==> config.mk <==
export PLATFORM = sky130hd
export DESIGN_NAME = ahb_bus_arbiter
export DESIGN_NICKNAME = d
export VERILOG_FILES = /design/src/rtl/ahb_bus_arbiter.sv
export SDC_FILE = /design/constraint.sdc
export NUM_CORES = 1
export LEC_CHECK = 0
export CAP_MARGIN = 5
export CORE_AREA = 2 2 124 126
export DETAILED_ROUTE_END_ITERATION = 12
export DIE_AREA = 0 0 126 128
export GPL_ROUTABILITY_DRIVEN = 0
export GPL_TIMING_DRIVEN = 0
export PLACE_DENSITY_LB_ADDON = 0.25
export SLEW_MARGIN = 5
export SYNTH_ARGS = -nofsm -noshare
export SYNTH_HDL_FRONTEND = slang
export SYNTH_SLANG_ARGS = --single-unit
export TNS_END_PERCENT = 10
==> constraint.sdc <==
create_clock -name clk -period 1.5 [get_ports clk]
set_input_delay 0.15 -clock clk [delete_from_list [all_inputs] [get_ports clk]]
set_output_delay 0.15 -clock clk [all_outputs]
set_load 0.02 [all_outputs]
==> src/rtl/ahb_bus_arbiter.sv <==
// AHB-Lite front end sharing one bus between instruction fetch and data load/store.
// One outstanding transfer at a time: IDLE (arbitrate) -> ADDR (NONSEQ) -> DATA (response).
module ahb_bus_arbiter #(
    parameter logic [31:0] ROM_LIMIT   = 32'h0000_8000,
    parameter int          DATA_STREAK = 4
) (
    input  logic        clk,
    input  logic        rst,
    input  logic        if_req,
    input  logic [31:0] if_addr,
    output logic        if_ack,
    output logic        if_err,
    output logic [31:0] if_rdata,
    input  logic        d_req,
    input  logic        d_we,
    input  logic [2:0]  d_size,
    input  logic [31:0] d_addr,
    input  logic [31:0] d_wdata,
    output logic        d_ack,
    output logic        d_err,
    output logic [31:0] d_rdata,
    output logic [31:0] haddr,
    output logic        hwrite,
    output logic [2:0]  hsize,
    output logic [1:0]  htrans,
    output logic [31:0] hwdata,
    input  logic        hready,
    input  logic        hresp,
    input  logic [31:0] hr_data,
    output logic        muxsel
);

    localparam int STREAK_W = (DATA_STREAK < 8) ? 3 : $clog2(DATA_STREAK + 1);
    localparam logic [STREAK_W-1:0] STREAK_MAX = STREAK_W'(DATA_STREAK);
    localparam logic [1:0] HTRANS_IDLE   = 2'b00;
    localparam logic [1:0] HTRANS_NONSEQ = 2'b10;
    localparam logic [2:0] HSIZE_WORD    = 3'b010;

    typedef enum logic [1:0] {
        ST_IDLE = 2'b00,
        ST_ADDR = 2'b01,
        ST_DATA = 2'b10
    } state_t;

    state_t state_r;
    state_t state_s;

    logic                any_req_s;
    logic                grant_d_s;
    logic                done_s;
    logic                owner_d_r;
    logic [31:0]         haddr_r;
    logic                hwrite_r;
    logic [2:0]          hsize_r;
    logic [1:0]          htrans_r;
    logic [31:0]         wdata_r;
    logic [31:0]         hwdata_r;
    logic                muxsel_r;
    logic [STREAK_W-1:0] streak_r;

    // Arbitration: data wins unless it has used up its streak while fetch waits.
    always_comb begin
        any_req_s = if_req | d_req;
        if (if_req && (!d_req || (streak_r == STREAK_MAX))) begin
            grant_d_s = 1'b0;
        end else begin
            grant_d_s = d_req;
        end
    end

    // State register.
    always_ff @(posedge clk) begin
        if (rst) begin
            state_r <= ST_IDLE;
        end else begin
            state_r <= state_s;
        end
    end

    // Next-state logic.
    always_comb begin
        state_s = state_r;
        case (state_r)
            ST_IDLE: begin
                if (any_req_s) state_s = ST_ADDR;
                else           state_s = ST_IDLE;
            end
            ST_ADDR: begin
                if (hready) state_s = ST_DATA;
                else        state_s = ST_ADDR;
            end
            ST_DATA: begin
                if (hready) state_s = ST_IDLE;
                else        state_s = ST_DATA;
            end
            default: state_s = ST_IDLE;
        endcase
    end

    // Grant, address-phase and data-phase registers.
    always_ff @(posedge clk) begin
        if (rst) begin
            owner_d_r <= 1'b0;
            haddr_r   <= 32'h0000_0000;
            hwrite_r  <= 1'b0;
            hsize_r   <= 3'b000;
            htrans_r  <= HTRANS_IDLE;
            wdata_r   <= 32'h0000_0000;
            hwdata_r  <= 32'h0000_0000;
            muxsel_r  <= 1'b0;
        end else begin
            case (state_r)
                ST_IDLE: begin
                    if (any_req_s) begin
                        owner_d_r <= grant_d_s;
                        haddr_r   <= grant_d_s ? d_addr : if_addr;
                        hwrite_r  <= grant_d_s & d_we;
                        hsize_r   <= grant_d_s ? d_size : HSIZE_WORD;
                        htrans_r  <= HTRANS_NONSEQ;
                        wdata_r   <= (grant_d_s && d_we) ? d_wdata : 32'h0000_0000;
                    end
                end
                ST_ADDR: begin
                    if (hready) begin
                        muxsel_r <= (haddr_r < ROM_LIMIT);
                        hwdata_r <= wdata_r;
                        htrans_r <= HTRANS_IDLE;
                    end
                end
                ST_DATA: begin
                    if (hready) hwdata_r <= 32'h0000_0000;
                end
                default: htrans_r <= HTRANS_IDLE;
            endcase
        end
    end

    // Data streak: counts back-to-back data grants taken while fetch is waiting.
    always_ff @(posedge clk) begin
        if (rst) begin
            streak_r <= {STREAK_W{1'b0}};
        end else if (state_r == ST_IDLE) begin
            if (if_req && grant_d_s) begin
                streak_r <= (streak_r == STREAK_MAX) ? streak_r : streak_r + STREAK_W'(1);
            end else begin
                streak_r <= {STREAK_W{1'b0}};
            end
        end else begin
            streak_r <= streak_r;
        end
    end

    // Completion outputs: steered to the owner only on the accepting DATA cycle.
    always_comb begin
        done_s   = (state_r == ST_DATA) && hready;
        if_ack   = 1'b0;
        if_err   = 1'b0;
        if_rdata = 32'h0000_0000;
        d_ack    = 1'b0;
        d_err    = 1'b0;
        d_rdata  = 32'h0000_0000;
        if (done_s) begin
            if (owner_d_r) begin
                d_ack   = 1'b1;
                d_err   = hresp;
                d_rdata = hr_data;
            end else begin
                if_ack   = 1'b1;
                if_err   = hresp;
                if_rdata = hr_data;
            end
        end else begin
            if_ack = 1'b0;
            d_ack  = 1'b0;
        end
    end

    assign haddr  = haddr_r;
    assign hwrite = hwrite_r;
    assign hsize  = hsize_r;
    assign htrans = htrans_r;
    assign hwdata = hwdata_r;
    assign muxsel = muxsel_r;

endmodule
Figure 1. Gate-type map.
Scale: 2 px per um.
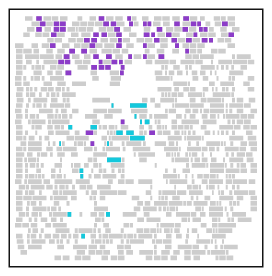
- purple: AND and OR gates (cells 70; most used and2_4)
- cyan: NOR gates (cells 18)
logic share of the area: 30.34%
final non-filler cell total: 1,117

Figure 2. A small window of the routed layout.
Window x 82 to 107, y 84 to 109 um. Cells in grey, sequential cells in the stronger grey; small squares are vias.
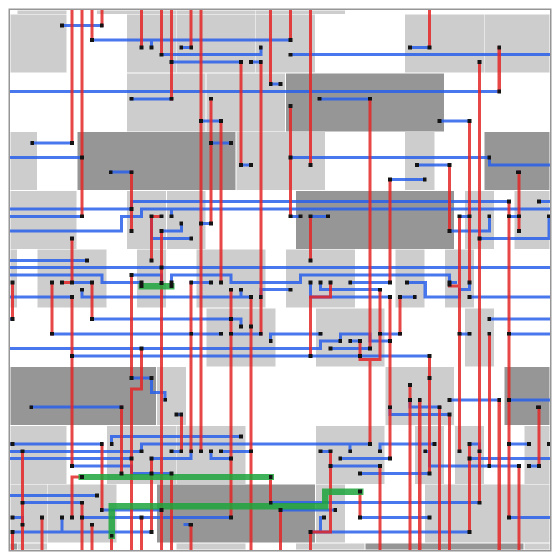
- green: metal 3
- blue: metal 1
- red: metal 2
- netlist names of flops here include: wdata_r (4), hwdata (1)
- cells with their middle in the window: 42
- most frequent: o32ai_1 (6), clkdlybuf4s50_1 (6)
- sequential cells in the window: 5

==> results_slide.txt <==
Implementation Results

GRT
  – First-pass GRT wire length: between 20 and 30 mm
  – Initial antenna violation count: 0
  – Met2 Usage GRT: between 30% and 40%
  – Met1 Track Usage GR: just under 30%
  – GR Util met3: around 7.7%
  – Largest net degree at the start of global routing: 19
  – Vias in the first global route: 5,443

STA
  – WHS: about 0.3 ns
  – Clock skew: about 0.0069 ns
  – Setup TNS: -16.61 ns
  – Fin crit share: 115.6%
  – Slew margin rel.: 62.48%
  – Fin. max-slew vios: 0
  – Slew @ Worst Pin: approximately 0.56 ns
  – Setup-failing EPs final: between 100 and 150
  – Hold Violations, Final: 0
  – Post-route setup slack: -0.2336 ns

Final layout
  – Fraction of area in registers: around 24%
  – Seq. cell area: 2171 um2
  – Final nets: 1,064
  – Clock buf count: 11
  – Mi-comb count: around 410
  – Post-layout util: around three fifths
  – Inverters: 38
  – Non-clock buffer share: between 30% and 40%
  – Post-layout instance area: ~9000 um2
  – Largest class: non-clock buffers
  – Non-clk bufs: 355
  – Most frequent logic cell in the layout: clkdlybuf4s50_1
  – Number of diodes: 0
  – Share of cells above drive strength 1: 21.64%
  – ClkCell Share: between 3 and 4%
  – # fillers: 1,370
  – P&R area growth vs syn: 71.60%

Setup path
  – Worst setup path class: reg2out
  – Slowest CP cell: dfxtp_4
  – Critical Path RT: 1.35 ns
  – Worst R2R Start: state_r[0]$_SDFF_PP0_
  – CP endpoint kind: output pin
  – Worst path cell trace: nor4b_4 -> buf_6 -> buf_8 -> and2_4 -> buf_6
  – Internal reg-to-reg setup slack: -0.06 ns
  – Worst Path Buf+Inv: 3
  – Worst Path Max Fanout: 7
  – Crit path max-delay family: buffers and inverters
  – Worst Setup EP: d_rdata[12]
  – Type of origin of the critical path: flop
  – WP data arrival: about 1.6 ns
  – Slowest stage delay, CP: 0.37 ns
  – Reg2Reg Depth: 6

Pwr
  – Worst vdd ir: slightly above 0.0006 V
  – Gate power share: 24.2%
  – Leakage: about 3.7 nW
  – Comb group: 1.76 mW
  – Clock-net power: between 2 and 2.5 mW
  – Max power group: sequential cells
  – Reg power frac: 43.2%
  – Pwr per Cell Area: roughly 810 nW/um2
  – Internal: roughly 5 mW

Synth
  – Mapped Cells: roughly 630
  – Average size of a mapped cell: around 8.3 um2
  – Top cell type's share of synthesized area: 41.31%
  – Most numerous cell in the Yosys netlist: dfxtp_1
  – # Cells Yosys: between 600 and 700
  – Cell area leaders: dfxtp_1 41%, and2_1 7.9%, a21oi_1 7.0%
  – Flops after synth: approximately 110
  – Adder share: less than 1%
  – Mux area share: 0%
  – Mapped Area: about 5200 um2
  – Top comb family, area: AND-OR/OR-AND gates
  – XOR/XNOR Area Share: less than 1%
  – Flip-flops with a built-in enable: 0
  – Basic Gates by Area: between 20% and 30%
  – Asr flop ratio synth: 0%
  – YS warnings: 0
  – Yosys aoi share: 24.72%
  – Yosys cell types: 35

Floorplan
  – I/O pin total: approximately 280
  – Die X: ~130 um
  – Core ar.: about 15,000 um2
  – Die height: approximately 130 um
  – Die footprint: roughly 16,000 um2
  – Tap cells: about 190
  – Cell Rows: around 45

Clock network
  – Post-cts repair resize count: 501
  – Skew-Pair Late Insertion Delay: 0.36 ns
  – Sink Count: about 110
  – Clk buf depth: 2
  – CTS H-tree depth: 3
  – Reg clk slew, reported paths: 0.07 ns
  – Num CTS Buffers: 9
  – CTS tree: done
  – Number of setup buffers added after CTS: 7
  – Clk Tree Root Cell: clkbuf_16

Run
  – Max-Cap Viols: 0
  – Tool warnings: 29

Detailed routing
  – Detailed Route WL: between 15 and 20 mm
  – First-pass iteration count of the detailed router: 5
  – Uppermost routed layer: met4
  – WL met3: around 1.6 mm
  – Wire per inst: approximately 17 um
  – Via density: between 5 and 6
  – Routed met1 length: between 8 and 9 mm
  – Vias post-DR: 5,811
  – Routed met2 length: 9.435 mm
  – DRT iter0 DRCs: around 500
  – Residual DRC: 0
  – Antenna viol nets, final: 0

Placed design
  – Placed instance count: between 1,000 and 1,500
  – Pre-CTS WS: -1.093 ns
  – Final HPWL DP: approximately 14 mm

Min path
  – Hold wc startpoint: rst
  – Hold Path End: wdata_r[17]$_SDFFE_PP0P_
  – Hold/Removal Path Class: in2reg
  – Hold Path Depth: 3

Status
  – Failing checks: setup timing
  – Status: finished, violations left
Figure 3. Routing congestion map.
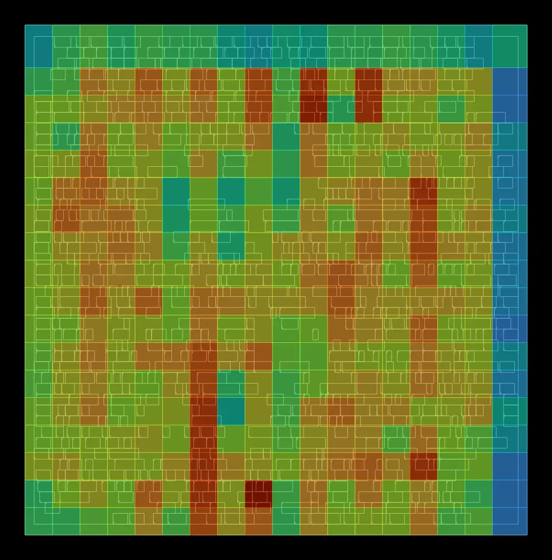
most used routing layer: met2
Tot GR Track Use: 22.98%

Power figures rest on the tool's default switching activity, not on a simulated workload.
